===== src/rtl/led_pattern_gen_if.sv =====
`default_nettype none
// ============================================================================
// Module      : led_pattern_gen_if
// Description : Status inputs and LED drive bundle for led_pattern_gen.
//               The master side supplies core status, the slave side drives
//               the LED bank.
// Revision    : 1.0 - initial release
// ============================================================================
interface led_pattern_gen_if #(
  parameter int N_LED = 8
);
  logic             running;
  logic             done;
  logic [1:0]       mode;
  logic [N_LED-1:0] led;

  modport master (output running, output done, output mode, input led);
  modport slave  (input running, input done, input mode, output led);
endinterface
`default_nettype wire


===== src/rtl/led_pattern_gen.sv =====
`default_nettype none
// ============================================================================
// Module      : led_pattern_gen
// Description : LED status sequencer. Selects STOP / RUN / DONE from the core
//               status, animates an N_LED bank on a prescaled step tick and
//               drives registered, glitch-free LED outputs.
// Revision    : 1.0 - initial release
// ============================================================================
module led_pattern_gen #(
  parameter int N_LED       = 8,
  parameter int STEP_DIV    = 4_194_304,
  parameter int BLINK_STEPS = 16
) (
  input  logic               clk,
  input  logic               rst,
  led_pattern_gen_if.slave   bus
);

  localparam int PW = $clog2(N_LED);
  localparam int SW = $clog2(2 * N_LED);
  localparam int DW = $clog2(STEP_DIV);
  localparam int BW = (BLINK_STEPS > 1) ? $clog2(BLINK_STEPS) : 1;

  localparam logic [PW-1:0]    POS_MAX   = PW'(N_LED - 1);
  localparam logic [SW-1:0]    STEP_MAX  = SW'(2 * N_LED - 1);
  localparam logic [SW-1:0]    STEP_HALF = SW'(N_LED);
  localparam logic [DW-1:0]    DIV_MAX   = DW'(STEP_DIV - 1);
  localparam logic [BW-1:0]    BLK_MAX   = BW'(BLINK_STEPS - 1);
  localparam logic [N_LED-1:0] ONE       = N_LED'(1);

  typedef enum logic [1:0] {
    ST_STOP = 2'd0,
    ST_RUN  = 2'd1,
    ST_DONE = 2'd2
  } state_t;

  state_t           state_q;
  state_t           state_nx;
  logic [1:0]       mode_q;
  logic             restart;

  logic [DW-1:0]    div_cnt;
  logic             tick;
  logic [BW-1:0]    blk_cnt;
  logic             blink;
  logic             blink_nx;

  logic [PW-1:0]    pos;
  logic [PW-1:0]    pos_nx;
  logic             dir;          // 0 = up, 1 = down
  logic             dir_nx;
  logic [SW-1:0]    step;
  logic [SW-1:0]    step_nx;
  logic [N_LED-1:0] fill;
  logic [N_LED-1:0] fill_nx;

  logic [N_LED-1:0] bar_pat;
  logic [N_LED-1:0] odd_pat;
  logic [N_LED-1:0] led_nx;
  logic [N_LED-1:0] led_q;

  assign tick     = (div_cnt == DIV_MAX);
  assign blink_nx = blink ^ (tick && (blk_cnt == BLK_MAX));

  // Static odd-bit pattern and bar graph mask derived from the upcoming position
  for (genvar gi = 0; gi < N_LED; gi++) begin : g_pat
    assign odd_pat[gi] = ((gi % 2) == 1);
    assign bar_pat[gi] = (PW'(gi) <= pos_nx);
  end

  // Free-running step prescaler; never disturbed by state changes
  always_ff @(posedge clk or posedge rst) begin
    if (rst) begin
      div_cnt <= '0;
    end else begin
      div_cnt <= tick ? '0 : div_cnt + 1'b1;
    end
  end

  // Blink phase counter, advanced by step ticks
  always_ff @(posedge clk or posedge rst) begin
    if (rst) begin
      blk_cnt <= '0;
      blink   <= 1'b0;
    end else if (tick) begin
      blk_cnt <= (blk_cnt == BLK_MAX) ? '0 : blk_cnt + 1'b1;
      blink   <= blink_nx;
    end
  end

  // State register and remembered mode that together form the context
  always_ff @(posedge clk or posedge rst) begin
    if (rst) begin
      state_q <= ST_STOP;
      mode_q  <= 2'b00;
    end else begin
      state_q <= state_nx;
      mode_q  <= bus.mode;
    end
  end

  // Next state, restart detection and animation datapath update
  always_comb begin
    state_nx = ST_STOP;
    pos_nx   = pos;
    dir_nx   = dir;
    step_nx  = step;
    fill_nx  = fill;

    if (bus.done) begin
      state_nx = ST_DONE;
    end else if (bus.running) begin
      state_nx = ST_RUN;
    end

    // DONE ignores mode, so a mode change there is not a context change
    restart = (state_nx != state_q) ||
              ((state_nx != ST_DONE) && (bus.mode != mode_q));

    if (restart) begin
      pos_nx  = '0;
      dir_nx  = 1'b0;
      step_nx = '0;
      fill_nx = '0;
    end else if (tick) begin
      case (state_nx)
        ST_RUN: begin
          case (bus.mode)
            2'b01: pos_nx = (pos == '0) ? POS_MAX : pos - 1'b1;
            2'b10: begin
              pos_nx = dir ? pos - 1'b1 : pos + 1'b1;
              // Turn around on the step that lands on an end LED
              if (pos_nx == POS_MAX) begin
                dir_nx = 1'b1;
              end else if (pos_nx == '0) begin
                dir_nx = 1'b0;
              end
            end
            default: pos_nx = (pos == POS_MAX) ? '0 : pos + 1'b1;
          endcase
        end
        ST_STOP: begin
          if (bus.mode[0]) begin
            if (step < STEP_HALF) begin
              fill_nx = fill | (ONE << step);
            end else begin
              fill_nx = fill & ~(ONE << (step - STEP_HALF));
            end
            step_nx = (step == STEP_MAX) ? '0 : step + 1'b1;
          end
        end
        default: ;
      endcase
    end
  end

  // Animation registers
  always_ff @(posedge clk or posedge rst) begin
    if (rst) begin
      pos  <= '0;
      dir  <= 1'b0;
      step <= '0;
      fill <= '0;
    end else begin
      pos  <= pos_nx;
      dir  <= dir_nx;
      step <= step_nx;
      fill <= fill_nx;
    end
  end

  // LED pattern from the upcoming context so the register never shows a stale mix
  always_comb begin
    led_nx = '0;
    case (state_nx)
      ST_RUN:  led_nx = (bus.mode == 2'b11) ? bar_pat : (ONE << pos_nx);
      ST_STOP: led_nx = bus.mode[0] ? fill_nx : (blink_nx ? odd_pat : ~odd_pat);
      ST_DONE: led_nx = blink_nx ? '1 : '0;
      default: led_nx = '0;
    endcase
  end

  // Registered LED drive
  always_ff @(posedge clk or posedge rst) begin
    if (rst) begin
      led_q <= '0;
    end else begin
      led_q <= led_nx;
    end
  end

  assign bus.led = led_q;

endmodule
`default_nettype wire

===== src/flat_wrapper.sv =====
// flat-port wrapper written by rule: the top's interface ports become plain ports
module led_pattern_gen_flat 
#(
  parameter int N_LED       = 8,
  parameter int STEP_DIV    = 4_194_304,
  parameter int BLINK_STEPS = 16
)
  (clk, rst, bus_running, bus_done, bus_mode, bus_led);
  led_pattern_gen_if #(.N_LED(N_LED)) bus_i ();
  input  logic clk;
  input  logic rst;
  input wire logic [$bits(bus_i.running)-1:0] bus_running;
  input wire logic [$bits(bus_i.done)-1:0] bus_done;
  input wire logic [$bits(bus_i.mode)-1:0] bus_mode;
  output wire logic [$bits(bus_i.led)-1:0] bus_led;
  assign bus_i.running = bus_running;
  assign bus_i.done = bus_done;
  assign bus_i.mode = bus_mode;
  assign bus_led = bus_i.led;
  led_pattern_gen #(.N_LED(N_LED), .STEP_DIV(STEP_DIV), .BLINK_STEPS(BLINK_STEPS)) u_core (.clk(clk), .rst(rst), .bus(bus_i));
endmodule

===== config.mk =====
export PLATFORM = sky130hd
export DESIGN_NAME = led_pattern_gen_flat
export DESIGN_NICKNAME = d
export VERILOG_FILES = /design/src/rtl/led_pattern_gen_if.sv /design/src/rtl/led_pattern_gen.sv /design/src/flat_wrapper.sv
export SDC_FILE = /design/constraint.sdc
export NUM_CORES = 1
export LEC_CHECK = 0
export CORE_MARGIN = 2
export CORE_UTILIZATION = 26
export CTS_BUF_LIST = sky130_fd_sc_hd__clkbuf_4 sky130_fd_sc_hd__clkbuf_8
export DETAILED_ROUTE_END_ITERATION = 7
export PLACE_DENSITY = 0.47
export SLEW_MARGIN = 20
export SYNTH_ARGS = -nofsm -noshare
export SYNTH_HDL_FRONTEND = slang
export SYNTH_SLANG_ARGS = --single-unit

===== constraint.sdc =====
create_clock -name clk -period 2.7 [get_ports clk]
set_input_delay 0.405 -clock clk [delete_from_list [all_inputs] [get_ports clk]]
set_output_delay 0.405 -clock clk [all_outputs]
set_load 0.02 [all_outputs]

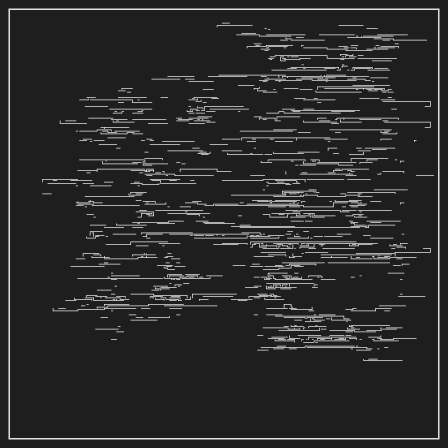
**Above:** signal wires on met1.
- longest straight run: 31.3 um
- main direction: horizontal
- share of all routed wire: 50%
- nets with wire on the layer: 334
DR vias: 2,316
met1 Usage GRT: 15.5%
total wire length: 6630 um

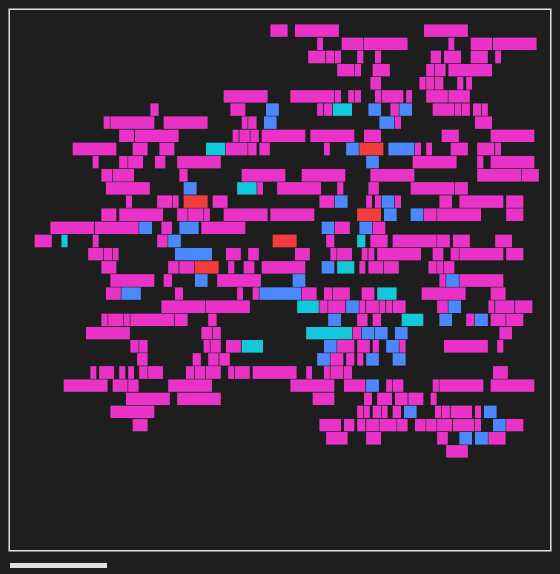
**Above:** cells by drive strength.
Scale bar: 20 um.
- red: _6 and larger (cells 5)
- magenta: _0 and _1 cells (cells 291)
- blue: _3 and _4 cells (cells 44)
- cyan: _2 cells (cells 11)
Syn-to-layout area delta: 21.4%
design area: 3660 um2
final setup margin: 163 ps
count of plain and timing-repair buffers: 49

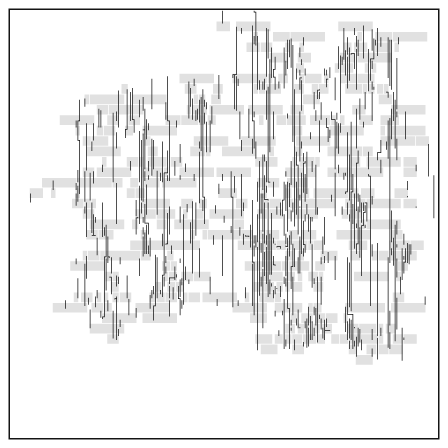
**Above:** met2 routing.
Cells faint in the background.
- wire length on this layer: 3,040 um
- longest straight run: 37.7 um
- share of all routed wire: 46%
met2 Usage GRT: 18.1%

==> results.py <==
# Auto-generated metrics
metrics = {
    "run_status": {
        "outcome": "finished clean",
    },
    "critical_path": {
        "cp-endpoint": "u_core.bus.led[1]$_DFF_PP0_",
        "startpoint_type": "input pin",
        "required_ps": 2910,
        "reg2reg_from": "u_core.pos[0]$_DFF_PP0_",
        "r2r_end": "u_core.bus.led[1]$_DFF_PP0_",
        "rrSetupSlack_ps": 210,
        "crit_fanout": 3,
        "ff2ff_path_depth": 9,
        "cp-startpoint": "bus_mode[0]",
        "critPathCaptureType": "register",
        "cpMaxStageDelayCell": "clkdlybuf4s50_1",
        "path_cells": "clkdlybuf4s50_1 > inv_1 > ha_1 > nand2b_1 > a211oi_1 > a221o_1 > nor2_1 > a211oi_2 > mux2_2 > a211o_1",
        "cpPeakStageDelay_ps": 480,
        "cp.arrival_ps": 2750,
        "crit_type": "in2reg",
    },
    "job": {
        "cap_violations": 0,
        "warning_count": 34,
    },
    "sta": {
        "fin_skew_ps": 15.5,
        "slew_headroom_pct": 69.0,
        "period_minus_slack_ps": 2540,
        "worstMarginPinSlew_ps": 465,
        "fmax_ghz": 0.394,
        "drv_slew": 0,
        "hold_violations": 0,
    },
    "pwr": {
        "irDropWorstVdd_v": 0.000204,
        "p_leak_nw": 1.69,
    },
    "routing": {
        "postRouteAntennaNets": 0,
        "dr.pass1.iters": 4,
        "drc_errors": 0,
        "avgViaCountPerCell": 4.69,
        "drtIter0Drc": 131,
    },
    "cells_and_area": {
        "antenna_cells": 0,
        "post-route-util_pct": 32.2,
        "nets": 371,
        "drive_gt1_share_pct": 17.1,
    },
    "floorplan": {
        "die_w_um": 112,
        "fp_util_pct": 26.5,
        "dieHeight_um": 112,
        "die_area_um2": 12500,
        "ioPinCount": 14,
        "num_rows": 39,
    },
    "synthesis": {
        "yosysWarningCount": 0,
        "syn_area_um2": 3020,
        "most_common_cell": "dfrtp_1",
        "top_area_cell": "dfrtp_1",
        "ys_types": 47,
        "syn_area_per_cell_um2": 9.99,
        "ys_seq_elements": 55,
        "synthCells": 302,
        "area_leaders": "dfrtp_1 (46%), ha_1 (6.2%), nor2_1 (4.5%), xnor2_1 (4.1%), mux2i_1 (4.0%)",
        "ys_cells": 302,
        "yosys_area_um2": 3020,
        "synthArstFlopShare_pct": 100,
    },
    "clock_tree": {
        "path_clk_slew_ps": 110,
        "clk_latency_ps": 320,
        "clock_tree.buffer_depth": 2,
        "htree_num_levels": 2,
        "tritoncts": "done",
        "cts_buffers": 5,
    },
    "min_path": {
        "holdCritPathClass": "in2async",
    },
    "global_routing": {
        "track_usage_pct": 11.2,
        "antenna_found_initial": 0,
        "grt.overflow.total": 0,
        "grt_max_degree": 23,
        "grt_pass1_wl_um": 11600,
    },
    "placed_design": {
        "gp_congestion": 0.836,
        "hpwl_um": 4930,
        "io_buffers": 13,
    },
}
-- timing repair --
item | in CTS | in global routing
endpoints found under the hold margin | 0 | 0
setup endpoints to repair | 0 | 6
setup buffers | 0 | 2
resized | 0 | 4
hold buffers | 0 | 0
-- cells by family after synthesis --
kind of cell	count (synthesis)	synth area share (%)
DFF	55	45.6
AOI/OAI and AO/OA	48	10.5
muxes	17	5.97
buffers and inverters	24	3.07
and+or+nand+nor	120	21.9
adders and majority gates	15	6.22
xor gates and xnor gates	23	6.68
-- area by class of cell --
class	instances	area (um2)
clock buffers	5	68.8
clock inverters	3	20.0
fillers	1202	7710
inverters	16	60.1
multi-input cells	223	1560
flip-flops and latches	55	1380
well taps	143	179
repair buffers	49	400
-- routing by layer --
layer / up-vias / global-route usage [%] / part of all wire [%]
met4: 0 / 2.63 / 0.89
met1: 1117 / 15.5 / 50
met2: 27 / 18.1 / 46
li1: 1166 / - / -
met5: - / 0 / 0
met3: 6 / 2.12 / 3.0
-- registers in the layout, indices dropped and copies added (netlist names) --
signal / cells
u_core.bus.led: 8
u_core.blink: 1
u_core.blk_cnt: 4
u_core.fill: 8
u_core.mode_q: 2
u_core.state_q: 2
u_core.div_cnt: 22
u_core.dir: 1
u_core.step: 4
u_core.pos: 3
-- where the power goes --
| group | switching, mW | total, mW | internal [mW] |
|---|---|---|---|
| registers | 0.00274 | 0.832 | 0.829 |
| clock network | 0.290 | 0.472 | 0.182 |
| logic | 0.0596 | 0.103 | 0.0438 |
-- worst min path at each step --
stage | startpoint | to | slack [ps] | cells past startpoint
finish | rst | u_core.fill[3]$_DFF_PP0_ | 410 | 2
global route | rst | u_core.div_cnt[6]$_DFF_PP0_ | 450 | 2
CTS | rst | u_core.div_cnt[6]$_DFF_PP0_ | 430 | 2
global placement | u_core.blk_cnt[3]$_DFFE_PP0N_ | u_core.blk_cnt[3]$_DFFE_PP0N_ | 470 | 1
floorplan | bus_mode[0] | u_core.mode_q[0]$_DFF_PP0_ | 440 | 0
detailed placement | u_core.div_cnt[0]$_DFF_PP0_ | u_core.div_cnt[0]$_DFF_PP0_ | 470 | 1
-- worst max-delay path: cells and delay by family --
kind,cells,cell delay (ps)
adders and majority gates,1,320
muxes,1,360
AOI/OAI and AO/OA,4,900
buffers and inverters,2,540
and+or+nand+nor,2,230
-- per-stage QoR --
step	TNS (ps)	setup WS (ps)	cells	cell area (um2)	hold WS (ps)
6_report	0	163	494	3660	410
3_5_place_dp	-1010	-266	484	3550	475
2_1_floorplan	0	218	302	3020	436
3_3_place_gp	-840	-224	484	3550	468
5_1_grt	0	14.1	494	3660	448
4_1_cts	0	86.3	492	3640	431
-- layout by cell type, fill, tap and decap left out, types with 6 or more instances in the layout --
cell,synthesis,final
inv_1,15,14
a21oi_1,13,13
nor2_1,36,36
mux2i_1,12,12
nand3_1,11,11
o211ai_1,7,7
clkdlybuf4s50_1,0,13
buf_4,0,36
dfrtp_1,55,54
xor2_1,9,9
and3_1,6,6
nand4_1,7,7
xnor2_1,14,14
nand2_1,22,22
o21ai_0,10,10
ha_1,15,15
No activity file was given, so power comes from the tool's default toggle rates.
